[config.mk]
export PLATFORM = sky130hd
export DESIGN_NAME = memory_access_unit
export DESIGN_NICKNAME = d
export VERILOG_FILES = /design/src/rtl/memory_access_unit.sv
export SDC_FILE = /design/constraint.sdc
export NUM_CORES = 1
export LEC_CHECK = 0
export ABC_AREA = 1
export CAP_MARGIN = 5
export CORE_ASPECT_RATIO = 0.5
export CORE_UTILIZATION = 46
export DETAILED_ROUTE_END_ITERATION = 6
export PLACE_DENSITY = 0.86
export SETUP_SLACK_MARGIN = 0.15
export SYNTH_ARGS = -nofsm -noshare
export SYNTH_HDL_FRONTEND = slang
export SYNTH_SLANG_ARGS = --single-unit
export TNS_END_PERCENT = 10
[constraint.sdc]
create_clock -name clk -period 2.19 [get_ports clk]
set_input_delay 0.3285 -clock clk [delete_from_list [all_inputs] [get_ports clk]]
set_output_delay 0.3285 -clock clk [all_outputs]
set_load 0.01 [all_outputs]
[src/rtl/memory_access_unit.sv]
// EX/MEM data-memory access stage: issues one load/store at a time, waits for
// dmem_ack with a timeout, and presents a registered MEM/WB slot.
module memory_access_unit #(
  parameter int unsigned TIMEOUT_CYCLES = 16
) (
  input  logic        clk,
  input  logic        rst,
  input  logic        valid_in,
  input  logic        mem_read,
  input  logic        mem_write,
  input  logic [2:0]  funct3,
  input  logic [31:0] address,
  input  logic [31:0] store_data,
  input  logic [4:0]  rd_in,
  input  logic        reg_write_in,
  output logic        dmem_req,
  output logic        dmem_we,
  output logic [31:0] dmem_addr,
  output logic [31:0] dmem_wdata,
  output logic [3:0]  dmem_be,
  input  logic        dmem_ack,
  input  logic [31:0] dmem_rdata,
  output logic        stall,
  output logic        valid_out,
  output logic        reg_write_out,
  output logic [4:0]  rd_out,
  output logic [31:0] result,
  output logic        fault,
  output logic [1:0]  fault_cause
);

  localparam int CW = $clog2(TIMEOUT_CYCLES + 1);
  localparam logic [CW-1:0] CNT_LAST = CW'(TIMEOUT_CYCLES - 1);

  typedef enum logic [1:0] {IDLE, BUSY, DONE} state_t;

  state_t        state_q, state_d;
  logic [CW-1:0] cnt_q, cnt_d;
  logic [31:0]   addr_q, addr_d;
  logic [1:0]    off_q, off_d;
  logic [3:0]    be_q, be_d;
  logic [31:0]   wdata_q, wdata_d;
  logic          we_q, we_d;
  logic [2:0]    f3_q, f3_d;
  logic          acc_rw_q, acc_rw_d;
  logic          valid_q, valid_d;
  logic          fault_q, fault_d;
  logic [1:0]    cause_q, cause_d;
  logic          rw_q, rw_d;
  logic [4:0]    rd_q, rd_d;
  logic [31:0]   result_q, result_d;

  logic        access, bad_f3, misaligned, busy, accept;
  logic [3:0]  be_calc;
  logic [31:0] wdata_calc, rshift, load_val;

  assign access     = valid_in & (mem_read | mem_write);
  assign bad_f3     = (funct3 == 3'b011) | (funct3[2:1] == 2'b11);
  assign misaligned = ((funct3[1:0] == 2'b10) & (address[1:0] != 2'b00)) |
                      ((funct3[1:0] == 2'b01) & address[0]);
  assign busy       = (state_q == BUSY);
  assign accept     = (state_q == IDLE) & access & ~bad_f3 & ~misaligned;

  always_comb begin
    be_calc    = 4'b1111;
    wdata_calc = store_data;
    case (funct3[1:0])
      2'b00: begin
        be_calc    = 4'b0001 << address[1:0];
        wdata_calc = {4{store_data[7:0]}};
      end
      2'b01: begin
        be_calc    = 4'b0011 << address[1:0];
        wdata_calc = {2{store_data[15:0]}};
      end
      default: ;
    endcase
  end

  // Bring the addressed lane down to bit 0, then extend per the latched funct3.
  assign rshift = dmem_rdata >> {off_q, 3'b000};
  always_comb begin
    load_val = dmem_rdata;
    case (f3_q)
      3'b000:  load_val = {{24{rshift[7]}}, rshift[7:0]};
      3'b001:  load_val = {{16{rshift[15]}}, rshift[15:0]};
      3'b100:  load_val = {24'b0, rshift[7:0]};
      3'b101:  load_val = {16'b0, rshift[15:0]};
      default: load_val = dmem_rdata;
    endcase
  end

  always_comb begin
    state_d  = state_q;
    cnt_d    = cnt_q;
    addr_d   = addr_q;
    off_d    = off_q;
    be_d     = be_q;
    wdata_d  = wdata_q;
    we_d     = we_q;
    f3_d     = f3_q;
    acc_rw_d = acc_rw_q;
    valid_d  = 1'b0;
    fault_d  = 1'b0;
    rw_d     = 1'b0;
    cause_d  = cause_q;
    rd_d     = rd_q;
    result_d = result_q;
    case (state_q)
      IDLE: begin
        if (valid_in) begin
          rd_d = rd_in;
          if (!access) begin
            valid_d  = 1'b1;
            rw_d     = reg_write_in;
            result_d = address;
            cause_d  = 2'b00;
          end else if (bad_f3) begin
            valid_d = 1'b1;
            fault_d = 1'b1;
            cause_d = 2'b10;
          end else if (misaligned) begin
            valid_d = 1'b1;
            fault_d = 1'b1;
            cause_d = 2'b01;
          end else begin
            state_d  = BUSY;
            cnt_d    = '0;
            addr_d   = {address[31:2], 2'b00};
            off_d    = address[1:0];
            be_d     = be_calc;
            wdata_d  = wdata_calc;
            we_d     = mem_write;
            f3_d     = funct3;
            acc_rw_d = reg_write_in & ~mem_write;
          end
        end
      end
      BUSY: begin
        if (dmem_ack) begin
          state_d = DONE;
          valid_d = 1'b1;
          rw_d    = acc_rw_q;
          cause_d = 2'b00;
          if (!we_q) result_d = load_val;
        end else if (cnt_q == CNT_LAST) begin
          state_d = DONE;
          valid_d = 1'b1;
          fault_d = 1'b1;
          cause_d = 2'b11;
        end else begin
          cnt_d = cnt_q + CW'(1);
        end
      end
      default: state_d = IDLE;
    endcase
  end

  always_ff @(posedge clk) begin
    if (rst) begin
      state_q  <= IDLE;
      cnt_q    <= '0;
      addr_q   <= '0;
      off_q    <= '0;
      be_q     <= '0;
      wdata_q  <= '0;
      we_q     <= 1'b0;
      f3_q     <= '0;
      acc_rw_q <= 1'b0;
      valid_q  <= 1'b0;
      fault_q  <= 1'b0;
      cause_q  <= '0;
      rw_q     <= 1'b0;
      rd_q     <= '0;
      result_q <= '0;
    end else begin
      state_q  <= state_d;
      cnt_q    <= cnt_d;
      addr_q   <= addr_d;
      off_q    <= off_d;
      be_q     <= be_d;
      wdata_q  <= wdata_d;
      we_q     <= we_d;
      f3_q     <= f3_d;
      acc_rw_q <= acc_rw_d;
      valid_q  <= valid_d;
      fault_q  <= fault_d;
      cause_q  <= cause_d;
      rw_q     <= rw_d;
      rd_q     <= rd_d;
      result_q <= result_d;
    end
  end

  assign dmem_req      = busy;
  assign dmem_we       = busy & we_q;
  assign dmem_addr     = busy ? addr_q : '0;
  assign dmem_wdata    = busy ? wdata_q : '0;
  assign dmem_be       = busy ? be_q : '0;
  assign stall         = ~rst & (busy | (valid_in & accept));
  assign valid_out     = valid_q;
  assign fault         = fault_q;
  assign fault_cause   = cause_q;
  assign reg_write_out = rw_q;
  assign rd_out        = rd_q;
  assign result        = result_q;

endmodule

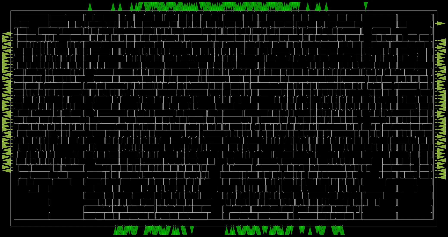
(run_1/placement.png)
Layout Utilization: 70.76%
final std cells w/o fill: 1451
total core area: 13590 um^2
flop count: 122
num rows: 30

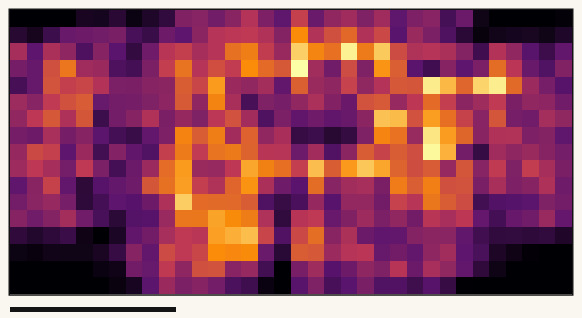
(run_1/metal_density.png)
The bar under the picture is 50 um long. 34 x 17 tiles, from black (low) to pale yellow (high), scaled to the fullest tile. Values are wire area over tile area, all layers added.
27% of the tiles are over half the peak. 6.4% of the tiles are nearly empty. The mean over all tiles is 0.24. The fullest tile reaches 0.62.
DRT Wirelength: 20.96 mm
GRT Total Usage: 29.18%
WL/cell: 14.44 um
DR vias: 7476

==> notes.md, run 1 <==
impl run done, here's what came out: Power Combinational=about 0.0016 W, Final period util=95.32%, Detail Route Antenna Nets=0, dpl ws=-157.7 ps, seq pwr=about 0.0025 W, Cell Type Count=28, stage-log warning count=28, top cells by area=dfxtp_1 38%, nand2_1 13%, a21oi_1 10%, cell count after synthesis=~1000, grt ovf=0, Die Height=85.68 um, # hold bufs at CTS=0, Leading power group=the clock network, Reg2Reg Capture Point=result[13], clock network power=0.00311 W, min Tclk post-route=between 2000 and 2500 ps, Cell Chain, Critical Path=inv_1, nor2_4, nand2_2, inv_1, clkdlybuf4s50_1, Top logic family=simple AND/OR/NAND/NOR gates, Hold Crit Depth=2, Worst Path Buf+Inv=3, post-route setup slack=102.6 ps, Seq area share=25.46%, top cell type's share of synthesized area=37.92%, non-clk buf share=26.93%, PortBufs=approximately 220, yosys synthesis warning count=0, Tightest Pin Transition=547.3 ps, DRC violations left=0, global routing's busiest layer=met2, Internal Power=0.005232 W, initial antenna violation count=0, Mapped Area=between 6000 and 7000 um^2, metal2 WL=between 10 and 15 mm, first-pass GRT wire length=33.95 mm, MI comb area=between 3000 and 4000 um^2, Req. time, crit path=roughly 1900 ps, R2R depth=9, filler cell count=between 1000 and 1500, status=completed, crit path kind=reg2out, largest class=multi-input combinational cells, fp util=47.40%, Num CTS Buffers=17, relative max-transition margin=~63%, Buffers, non-clock=around 270, Seq pwr share=a little over a third, multi-input combinational area share=roughly a third, largest net degree at the start of global routing=slightly above 50, Inverters=121, DRT Pass-1 Iters=5, total die size=roughly 15000 um^2, dominant logic cell type in the layout=nand2_1, P&R area growth vs syn=49.26%, Comb gates=717, die x size=between 150 and 200 um, detailed placer's ending HPWL=around 15 mm, switching share of power=approximately 28%, clk slew on worst S/H paths=approximately 60 ps, fraction of layout cells with a size suffix above 1=approximately 9.1%, Registers, synthesis=122, Worst VDD drop=roughly 440 uV, post-CTS resize count=about 64, count of library flops with an enable pin=0, P_leak=around 4.3 nW, Final setup viols=0, crit-path max cell delay=roughly 530 ps, main flop type=dfxtp_1, post-placement cell area=8961 um^2, hold endpoint=addr_q[22], DR iter-0 viols=between 600 and 700
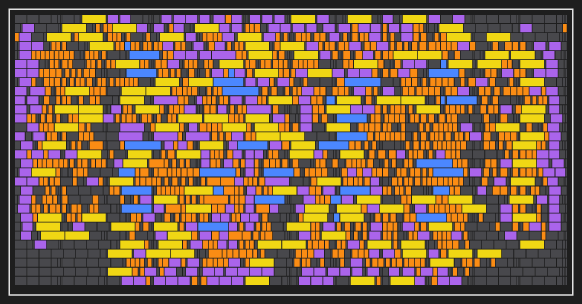
(run_1/placement_by_type.png)
Fill, decap, tap and diode cells in gray.
Blue marks clock drivers and dummy loads, cells 32, share of their area 7.0%. Orange marks combinational and other logic, cells 838, share of their area 39%. Purple marks other buffers and delay cells, cells 267, share of their area 28%. Yellow marks flops, cells 122, share of their area 26%.

--- run 2 (diff from run 1) ---
--- a/config.mk
+++ b/config.mk
@@ -10,6 +10,7 @@
 export CORE_ASPECT_RATIO = 0.5
 export CORE_UTILIZATION = 46
 export DETAILED_ROUTE_END_ITERATION = 6
+export HOLD_SLACK_MARGIN = 0.1
 export PLACE_DENSITY = 0.86
 export SETUP_SLACK_MARGIN = 0.15
 export SYNTH_ARGS = -nofsm -noshare
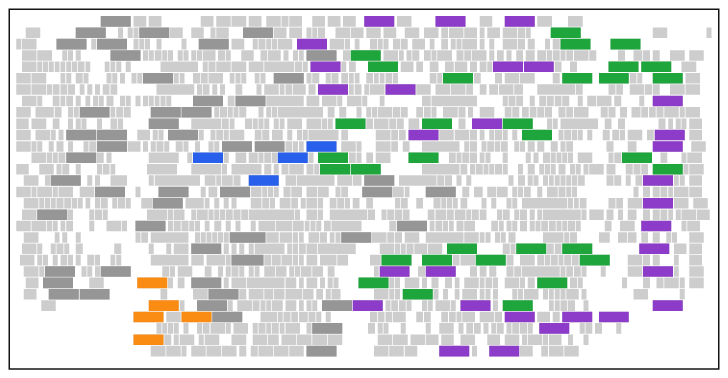
(run_2/flops_by_reg.png)
Other sequential cells in the stronger gray, the rest of the logic in the fainter gray.
Green marks result, sequential cells 32. Purple marks addr_q, sequential cells 30. Blue marks be_q, sequential cells 4. Orange marks rd_out, sequential cells 5, where bottom left.
Another 51 sequential cells are not colored.

==> notes.md, run 2 <==
impl run done, here's what came out: hold endpoint=addr_q[22], initial antenna violation count=0, DR iter-0 viols=between 600 and 700, min Tclk post-route=around 2100 ps, largest net degree at the start of global routing=between 50 and 60, Power Combinational=between 0.0015 and 0.002 W, Buffers, non-clock=267, post-route setup slack=roughly 100 ps, relative max-transition margin=63.38%, clock network power=slightly above 0.003 W, Num CTS Buffers=17, total core area=between 10000 and 15000 um^2, Final period util=95.32%, WL/cell=approximately 14 um, post-CTS resize count=64, stage-log warning count=28, post-placement cell area=roughly 9000 um^2, num rows=30, Layout Utilization=between 70% and 80%, multi-input combinational area share=33.59%, Reg2Reg Capture Point=result[13], flop count=122, top cells by area=dfxtp_1 38%, nand2_1 13%, a21oi_1 10%, global routing's busiest layer=met2, DRC violations left=0, detailed placer's ending HPWL=around 15 mm, Cell Chain, Critical Path=inv_1, nor2_4, nand2_2, inv_1, clkdlybuf4s50_1, non-clk buf share=26.93%, final std cells w/o fill=between 1000 and 1500, R2R depth=9, # hold bufs at CTS=0, cell count after synthesis=between 1000 and 1500, dominant logic cell type in the layout=nand2_1, crit path kind=reg2out, Worst Path Buf+Inv=3, total die size=about 15000 um^2, Tightest Pin Transition=547.3 ps, Internal Power=~0.0052 W, filler cell count=1111, Req. time, crit path=~1900 ps, P_leak=between 4 and 5 nW, die x size=169.3 um, dpl ws=-157.7 ps, clk slew on worst S/H paths=approximately 60 ps, first-pass GRT wire length=33.95 mm, yosys synthesis warning count=0, Cell Type Count=28, top cell type's share of synthesized area=37.92%, Mapped Area=approximately 6400 um^2, Final setup viols=0, fraction of layout cells with a size suffix above 1=a little under a tenth, count of library flops with an enable pin=0, PortBufs=roughly 220, Seq area share=between 20% and 30%, Detail Route Antenna Nets=0, status=completed, P&R area growth vs syn=49.26%
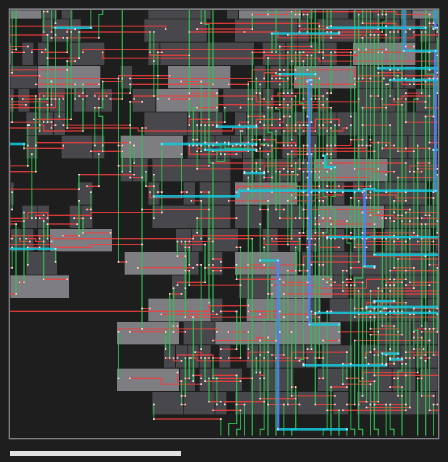
(run_2/detail.png)
The bar under the picture is 20 um long. Region (17, 0) to (67, 50) um. Cells in gray, sequential cells in the stronger gray; small squares are vias.
Cyan marks metal 3. Green marks metal 2. Red marks metal 1. Blue marks metal 4.
Netlist names of flops here include rd_out (5), cnt_q (4), wdata_q (4). Sequential cells in the window: 20. 198 logic cells have their middle in the window. Most frequent: nand2_1 (40), nor2_1 (30), clkdlybuf4s50_1 (24).

==> run_2/metal_density.png <==
The bar under the picture is 50 um long. 34 x 17 tiles, from black (low) to pale yellow (high), scaled to the fullest tile. Values are wire area over tile area, all layers added.
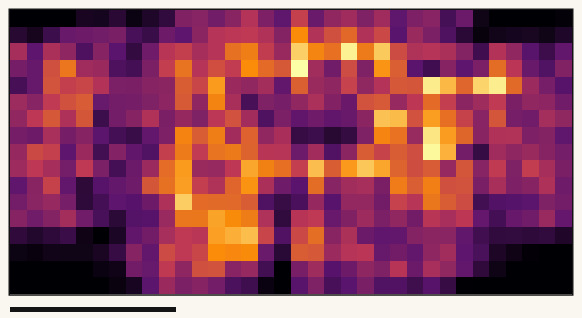

--- run 3 (diff from run 2) ---
--- a/config.mk
+++ b/config.mk
@@ -13,6 +13,7 @@
 export HOLD_SLACK_MARGIN = 0.1
 export PLACE_DENSITY = 0.86
 export SETUP_SLACK_MARGIN = 0.15
+export SLEW_MARGIN = 20
 export SYNTH_ARGS = -nofsm -noshare
 export SYNTH_HDL_FRONTEND = slang
 export SYNTH_SLANG_ARGS = --single-unit
==> constraint.sdc (replaced) <==
create_clock -name clk -period 2.19 [get_ports clk]
set_input_delay 0.3285 -clock clk [delete_from_list [all_inputs] [get_ports clk]]
set_output_delay 0.3285 -clock clk [all_outputs]
set_load 0.05 [all_outputs]
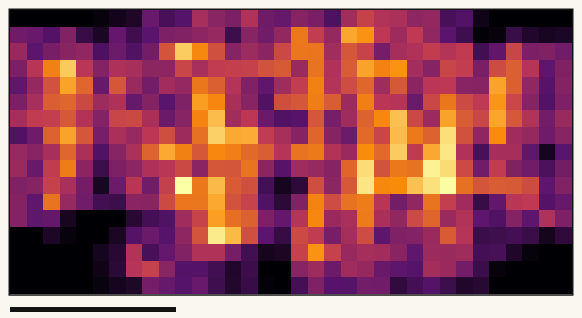
(run_3/metal_density.png)
The bar under the picture is 50 um long. 34 x 17 tiles, from black (low) to pale yellow (high), scaled to the fullest tile. Values are wire area over tile area, all layers added.
32% of the tiles are over half the peak. 8.5% of the tiles are nearly empty. The fullest tile reaches 0.61.
GRT Total Usage: 29.49%
WL/cell: 14.94 um
DRT Wirelength: 21.33 mm
DR vias: 7558

==> notes.md, run 3 <==
impl run done, here's what came out: flop count=around 120, relative max-transition margin=58.07%, detailed placer's ending HPWL=between 15 and 20 mm, P&R area growth vs syn=52.23%, stage-log warning count=28, Hold Crit Depth=3, Req. time, crit path=about 1900 ps, status=completed, post-route setup slack=~120 ps, largest class=multi-input combinational cells, dominant logic cell type in the layout=nand2_1, crit-path max cell delay=between 400 and 500 ps, Buffers, non-clock=248, clock network power=~0.0026 W, DRT Pass-1 Iters=5, main flop type=dfxtp_1, DRC violations left=0, Tightest Pin Transition=between 600 and 700 ps, count of library flops with an enable pin=0, DR iter-0 viols=668, R2R depth=5, MI comb area=approximately 3200 um^2, Cell Chain, Critical Path=clkdlybuf4s50_1, inv_1, nand2_1, nand2_1, and2_4, nand2_4, a21oi_2, buf_6, Internal Power=~0.0048 W, Worst Path Buf+Inv=3, largest net degree at the start of global routing=slightly above 80, Top logic family=simple AND/OR/NAND/NOR gates, crit path kind=in2out, clk slew on worst S/H paths=50 ps, Leading power group=the clock network, num rows=30, final std cells w/o fill=roughly 1400, min Tclk post-route=just over 2000 ps, Final setup viols=0, P_leak=~4.2 nW, grt ovf=0, top cells by area=dfxtp_1 38%, nand2_1 13%, a21oi_1 10%, seq pwr=about 0.0025 W, multi-input combinational area share=around 33%, first-pass GRT wire length=about 34 mm, Inverters=between 100 and 150, post-placement cell area=9235 um^2, Layout Utilization=about 72%, # hold bufs at CTS=0, Num CTS Buffers=17, die x size=around 170 um, Final period util=between 90% and 100%, filler cell count=~1100, Hold Crit Start=address[1], global routing's busiest layer=met2, Cell Type Count=28, Comb gates=about 720, yosys synthesis warning count=0, Registers, synthesis=between 100 and 150, fraction of layout cells with a size suffix above 1=between 10% and 20%, Reg2Reg Capture Point=result[7], hold endpoint=off_q[1], top cell type's share of synthesized area=around 38%, cell count after synthesis=between 1000 and 1500, switching share of power=between 30% and 40%, fp util=between 40% and 50%, total core area=approximately 14000 um^2
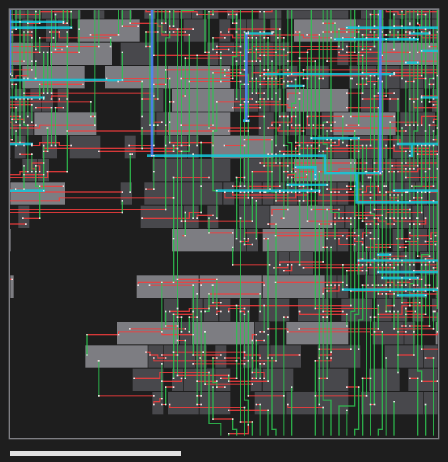
(run_3/detail.png)
The bar under the picture is 20 um long. Region (17, 0) to (67, 50) um. Cells in gray, sequential cells in the stronger gray; small squares are vias.

Power is estimated from default activity; no workload was simulated.
